--- config.mk ---
export PLATFORM = sky130hd
export DESIGN_NAME = uart_tx_flat
export DESIGN_NICKNAME = d
export VERILOG_FILES = /design/src/rtl/uart_pkg.sv /design/src/rtl/uart_tx_if.sv /design/src/rtl/uart_tx_fifo.sv /design/src/rtl/uart_tx.sv /design/src/flat_wrapper.sv
export SDC_FILE = /design/constraint.sdc
export NUM_CORES = 1
export LEC_CHECK = 0
export CAP_MARGIN = 30
export CORE_MARGIN = 8
export CORE_UTILIZATION = 50
export CTS_CLUSTER_DIAMETER = 100
export CTS_CLUSTER_SIZE = 8
export DETAILED_ROUTE_END_ITERATION = 10
export MAX_ROUTING_LAYER = met4
export PLACE_DENSITY = 0.76
export SKIP_CTS_REPAIR_TIMING = 1
export SLEW_MARGIN = 20
export SYNTH_ARGS = -nofsm -noshare
export SYNTH_HDL_FRONTEND = slang
export SYNTH_SLANG_ARGS = --single-unit
--- constraint.sdc ---
create_clock -name clk -period 2.5 [get_ports clk]
set_input_delay 0.625 -clock clk [delete_from_list [all_inputs] [get_ports clk]]
set_output_delay 0.625 -clock clk [all_outputs]
set_load 0.005 [all_outputs]
--- src/rtl/uart_pkg.sv ---
// Shared UART definitions used by the transmitter (and the receiver).
package uart_pkg;

  typedef enum logic [1:0] {
    IDLE  = 2'd0,
    START = 2'd1,
    DATA  = 2'd2,
    STOP  = 2'd3
  } uart_tx_state_t;

  // 25 MHz / 115200 baud
  localparam int UART_CLKS_PER_BIT = 217;
  localparam int UART_DATA_BITS    = 8;

endpackage

--- src/rtl/uart_tx_if.sv ---
// CPU-side bus of the UART transmitter: write strobe/data, serial line, status word.
interface uart_tx_if;
  logic        load;
  logic [15:0] in;
  logic        tx;
  logic [15:0] out;

  modport master (output load, output in, input tx, input out);
  modport slave  (input load, input in, output tx, output out);
endinterface

--- src/rtl/uart_tx_fifo.sv ---
// Byte FIFO in front of the shifter; pushes while full and pops while empty are ignored.
module uart_tx_fifo #(
  parameter int DEPTH = 4
) (
  input  logic       clk,
  input  logic       reset,
  input  logic       push,
  input  logic [7:0] data_in,
  input  logic       pop,
  output logic [7:0] data_out,
  output logic       full,
  output logic       empty
);

  localparam int PW = $clog2(DEPTH);
  localparam logic [PW:0] FULL_CNT = (PW + 1)'(DEPTH);

  logic [7:0]    r_mem [DEPTH];
  logic [PW-1:0] r_head;
  logic [PW-1:0] r_tail;
  logic [PW:0]   r_count;
  logic          w_push;
  logic          w_pop;

  // Fullness/emptiness come from the registered count, so a same-cycle pop never makes room
  assign full     = (r_count == FULL_CNT);
  assign empty    = (r_count == '0);
  assign w_push   = push && !full;
  assign w_pop    = pop && !empty;
  assign data_out = r_mem[r_head];

  always_ff @(posedge clk or negedge reset) begin
    if (!reset) begin
      r_head  <= '0;
      r_tail  <= '0;
      r_count <= '0;
    end else begin
      if (w_push) r_tail <= r_tail + 1'b1;
      if (w_pop)  r_head <= r_head + 1'b1;
      case ({w_push, w_pop})
        2'b10:   r_count <= r_count + 1'b1;
        2'b01:   r_count <= r_count - 1'b1;
        default: r_count <= r_count;
      endcase
    end
  end

  always_ff @(posedge clk) begin
    if (w_push) r_mem[r_tail] <= data_in;
  end

endmodule

--- src/rtl/uart_tx.sv ---
// 8N1 UART transmitter with a small write FIFO and a memory-mapped status word.
module uart_tx
  import uart_pkg::*;
#(
  parameter int CLKS_PER_BIT = UART_CLKS_PER_BIT,
  parameter int DEPTH        = 4
) (
  input  logic      clk,
  input  logic      reset,
  uart_tx_if.slave  bus
);

  localparam int BW = (CLKS_PER_BIT > 2) ? $clog2(CLKS_PER_BIT) : 1;
  localparam logic [BW-1:0] BAUD_LAST = BW'(CLKS_PER_BIT - 1);
  localparam logic [2:0]    LAST_BIT  = 3'(UART_DATA_BITS - 1);

  uart_tx_state_t r_state;
  uart_tx_state_t w_state_nxt;
  logic [BW-1:0]  r_baud;
  logic [BW-1:0]  w_baud_nxt;
  logic [2:0]     r_bit_idx;
  logic [2:0]     w_bit_nxt;
  logic [7:0]     r_shift;
  logic [7:0]     w_shift_nxt;
  logic           r_tx;
  logic           w_tx_nxt;
  logic           w_pop;
  logic           w_bit_end;
  logic [7:0]     w_fifo_data;
  logic           w_full;
  logic           w_empty;
  logic           w_unused_hi;

  uart_tx_fifo #(.DEPTH(DEPTH)) u_fifo (
    .clk      (clk),
    .reset    (reset),
    .push     (bus.load),
    .data_in  (bus.in[7:0]),
    .pop      (w_pop),
    .data_out (w_fifo_data),
    .full     (w_full),
    .empty    (w_empty)
  );

  assign w_unused_hi = ^bus.in[15:8];
  assign w_bit_end   = (r_baud == BAUD_LAST);
  assign bus.tx      = r_tx;
  assign bus.out     = {w_full, (!w_empty || (r_state != IDLE)), 14'd0};

  always_comb begin
    w_state_nxt = r_state;
    w_baud_nxt  = w_bit_end ? '0 : r_baud + 1'b1;
    w_bit_nxt   = r_bit_idx;
    w_shift_nxt = r_shift;
    w_pop       = 1'b0;
    case (r_state)
      IDLE: begin
        w_baud_nxt = '0;
        if (!w_empty) begin
          w_pop       = 1'b1;
          w_shift_nxt = w_fifo_data;
          w_bit_nxt   = '0;
          w_state_nxt = START;
        end
      end
      START: begin
        if (w_bit_end) w_state_nxt = DATA;
      end
      DATA: begin
        if (w_bit_end) begin
          w_shift_nxt = r_shift >> 1;
          w_bit_nxt   = r_bit_idx + 1'b1;
          if (r_bit_idx == LAST_BIT) w_state_nxt = STOP;
        end
      end
      STOP: begin
        // Chain straight into the next start bit when more data is queued
        if (w_bit_end) begin
          if (!w_empty) begin
            w_pop       = 1'b1;
            w_shift_nxt = w_fifo_data;
            w_bit_nxt   = '0;
            w_state_nxt = START;
          end else begin
            w_state_nxt = IDLE;
          end
        end
      end
      default: w_state_nxt = IDLE;
    endcase

    // Line level is computed for the next state so tx itself stays a plain flop
    case (w_state_nxt)
      START:   w_tx_nxt = 1'b0;
      DATA:    w_tx_nxt = w_shift_nxt[0];
      default: w_tx_nxt = 1'b1;
    endcase
  end

  always_ff @(posedge clk or negedge reset) begin
    if (!reset) begin
      r_state   <= IDLE;
      r_baud    <= '0;
      r_bit_idx <= '0;
      r_tx      <= 1'b1;
    end else begin
      r_state   <= w_state_nxt;
      r_baud    <= w_baud_nxt;
      r_bit_idx <= w_bit_nxt;
      r_tx      <= w_tx_nxt;
    end
  end

  always_ff @(posedge clk) begin
    r_shift <= w_shift_nxt;
  end

endmodule

--- src/flat_wrapper.sv ---
// flat-port wrapper written by rule: the top's interface ports become plain ports
module uart_tx_flat import uart_pkg::*;
#(
  parameter int CLKS_PER_BIT = UART_CLKS_PER_BIT,
  parameter int DEPTH        = 4
)
  (clk, reset, bus_load, bus_in, bus_tx, bus_out);
  uart_tx_if bus_i ();
  input  logic clk;
  input  logic reset;
  input wire logic [$bits(bus_i.load)-1:0] bus_load;
  input wire logic [$bits(bus_i.in)-1:0] bus_in;
  output wire logic [$bits(bus_i.tx)-1:0] bus_tx;
  output wire logic [$bits(bus_i.out)-1:0] bus_out;
  assign bus_i.load = bus_load;
  assign bus_i.in = bus_in;
  assign bus_tx = bus_i.tx;
  assign bus_out = bus_i.out;
  uart_tx #(.CLKS_PER_BIT(CLKS_PER_BIT), .DEPTH(DEPTH)) u_core (.clk(clk), .reset(reset), .bus(bus_i));
endmodule
==> impl_metrics.py <==
# Metrics from the implementation run
metrics = {
    "status": {
        "status": "finished clean",
    },
    "route": {
        "antenna_left": 0,
        "wl_um": 4970,
        "vias_per_cell": 5.28,
        "drt_iter0_markers": 115,
    },
    "yosys": {
        "syn_area_um2": 2990,
        "numSynthFlops": 61,
        "ys_types": 54,
        "xor_share": 0.0352,
        "ys_sh_mux": 0.0775,
        "yosysTopAreaCellShare": 0.392,
        "synth-edff-count": 39,
        "yosys_most_used_dff": "edfxtp_1",
        "top_cells_by_count": "edfxtp_1 (39), dfrtp_1 (20), nand2_1 (19)",
        "yosys_warnings": 0,
    },
    "global_route": {
        "grt_pass1_vias": 1788,
        "grt_first_pass_wirelength_um": 8480,
    },
    "floorplanning": {
        "die_w_um": 93.3,
        "coreArea_um2": 5850,
    },
    "worst_hold_path": {
        "hp-class": "flop to flop",
    },
    "placed_design": {
        "io_buffers": 13,
        "hpwl_um": 3510,
    },
    "job": {
        "drv_cap": 0,
        "warnings": 42,
    },
    "layout": {
        "largest_reg_flops": 32,
        "seq_cell_count": 61,
        "buffers": 25,
        "num-multi-input-gates": 143,
        "nNetsFinal": 285,
        "ff_latch_area_um2": 1720,
        "buf_share": 0.0640,
        "sh_seq_area": 0.506,
        "top_regs": "u_core.u_fifo.r_mem (32), u_core.r_baud (8), u_core.r_shift (8)",
    },
    "power_and_ir_drop": {
        "p_per_area_nw_per_um2": 1060,
        "power_leakage_nw": 1.37,
    },
    "sta": {
        "grt_setup_unrepaired": "false",
        "hold_violations": 0,
        "max_freq_mhz": 416,
        "min_period_ps": 2410,
        "finalClockPeriodUsage": 0.962,
        "clock_skew_ps": 8.39,
    },
    "setup_path": {
        "cp-startpoint": "u_core.r_state[1]",
        "critPathKind": "flop to output pin",
        "cp.required_ps": 1880,
    },
    "clock_network": {
        "cts_sinks": 61,
        "htree_levels": 3,
        "cts_root_buffer": "clkbuf_8",
    },
}
-- power breakdown --
group	total, mW	switching (mW)	internal (mW)
sequential	1.58	0.197	1.38
combinational	1.15	0.569	0.582
clock	0.860	0.397	0.463
-- path summary, 6_finish.rpt --
check / to / slack (ps) / cells past startpoint
worst min register to register: u_core.r_bit_idx[1] / 510 / 1
worst max register to register: u_core.u_fifo.r_count[2] / 170 / 11
worst max-delay path: bus_out[14] / 90 / 5
min in group asynchronous: u_core.r_baud[0] / 640 / 2
max in group asynchronous: u_core.bus.tx / 1570 / 2
worst min-delay path: u_core.r_bit_idx[1] / 510 / 1
-- per-layer routing --
metal / up-vias / track usage
met5: - / -
met4: 0 / 0.0497
met3: 9 / 0.0369
met2: 37 / 0.194
met1: 861 / 0.158
li1: 841 / -
-- through the flow --
step	worst slack [ps]	area, µm²	TNS, ps	instances	utilization
floorplan	119	3040	0	238	-
global placement	131	3190	0	314	0.545
finish	94.7	3400	0	331	0.581
detailed placement	70.4	3190	0	314	0.545
CTS	-30.9	3390	-30.9	330	0.579
global route	1.54	3400	0	331	0.581
-- cells in the final DEF, fill, tap and decap left out, types with 3 or more instances in the layout --
cell type / n
a21oi_1: 5
and2_1: 5
and3_1: 3
buf_4: 11
clkbuf_8: 9
clkdlybuf4s50_1: 13
clkinvlp_4: 3
conb_1: 14
dfrtp_1: 18
edfxtp_1: 39
ha_1: 13
inv_1: 10
mux2i_1: 4
mux4_2: 8
nand2_1: 19
nand3_1: 6
nor2_1: 5
nor3_1: 8
o21ai_0: 4
o21ai_1: 4
xnor2_1: 4
xor2_1: 8
-- worst max-delay path: stages, from the launching register on --
cell	delay [ps]
dfrtp_2	460
inv_1	120
ha_2	200
buf_4	170
nand2_1	60
clkdlybuf4s50_1	460
Figure 1. Met1 routing.
Scale bar: 20 µm. Supply wires on this layer in grey.
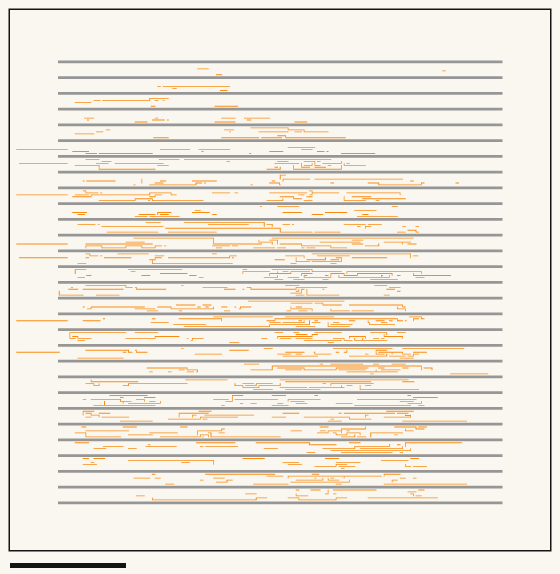
243 nets have wire on it. The longest straight run is 25.8 µm. The layer carries 2240 µm of wire.

Figure 2. M2 wires.
Scale bar: 20 µm.
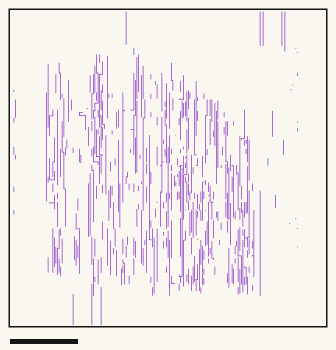
The longest straight run is 32.3 µm. The layer holds 48% of the routed length. 231 nets have wire on it. The wires run mostly vertical.

Figure 3. Metal 3.
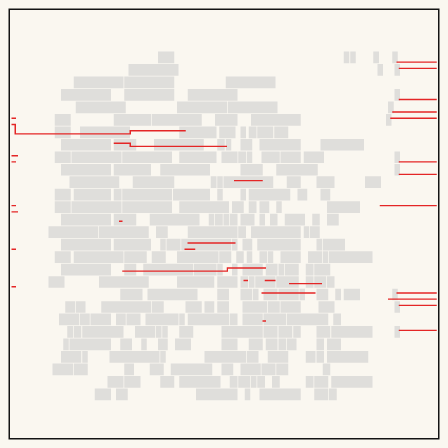
25 nets have wire on it. The wires run mostly horizontal. The layer holds 5.0% of the routed length.

Figure 4. Congestion heat map.
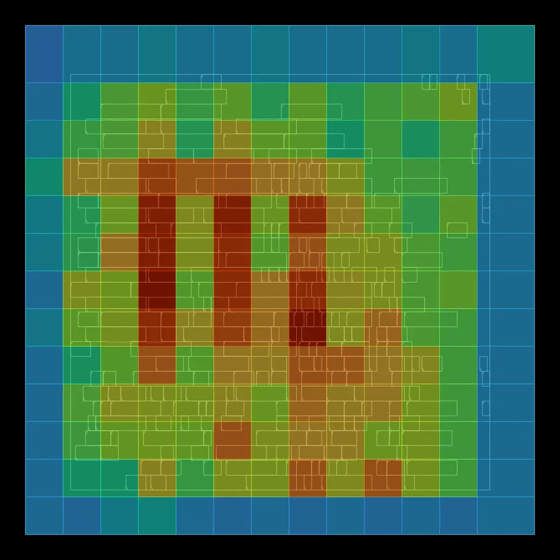
Global Route met2 Usage: 0.194
met1 usage: 0.158
wire length per cell: 15.0 µm
M3 GR Usage: 0.0369
GRT Total Usage: 0.128

Power and IR drop assume default switching activity.
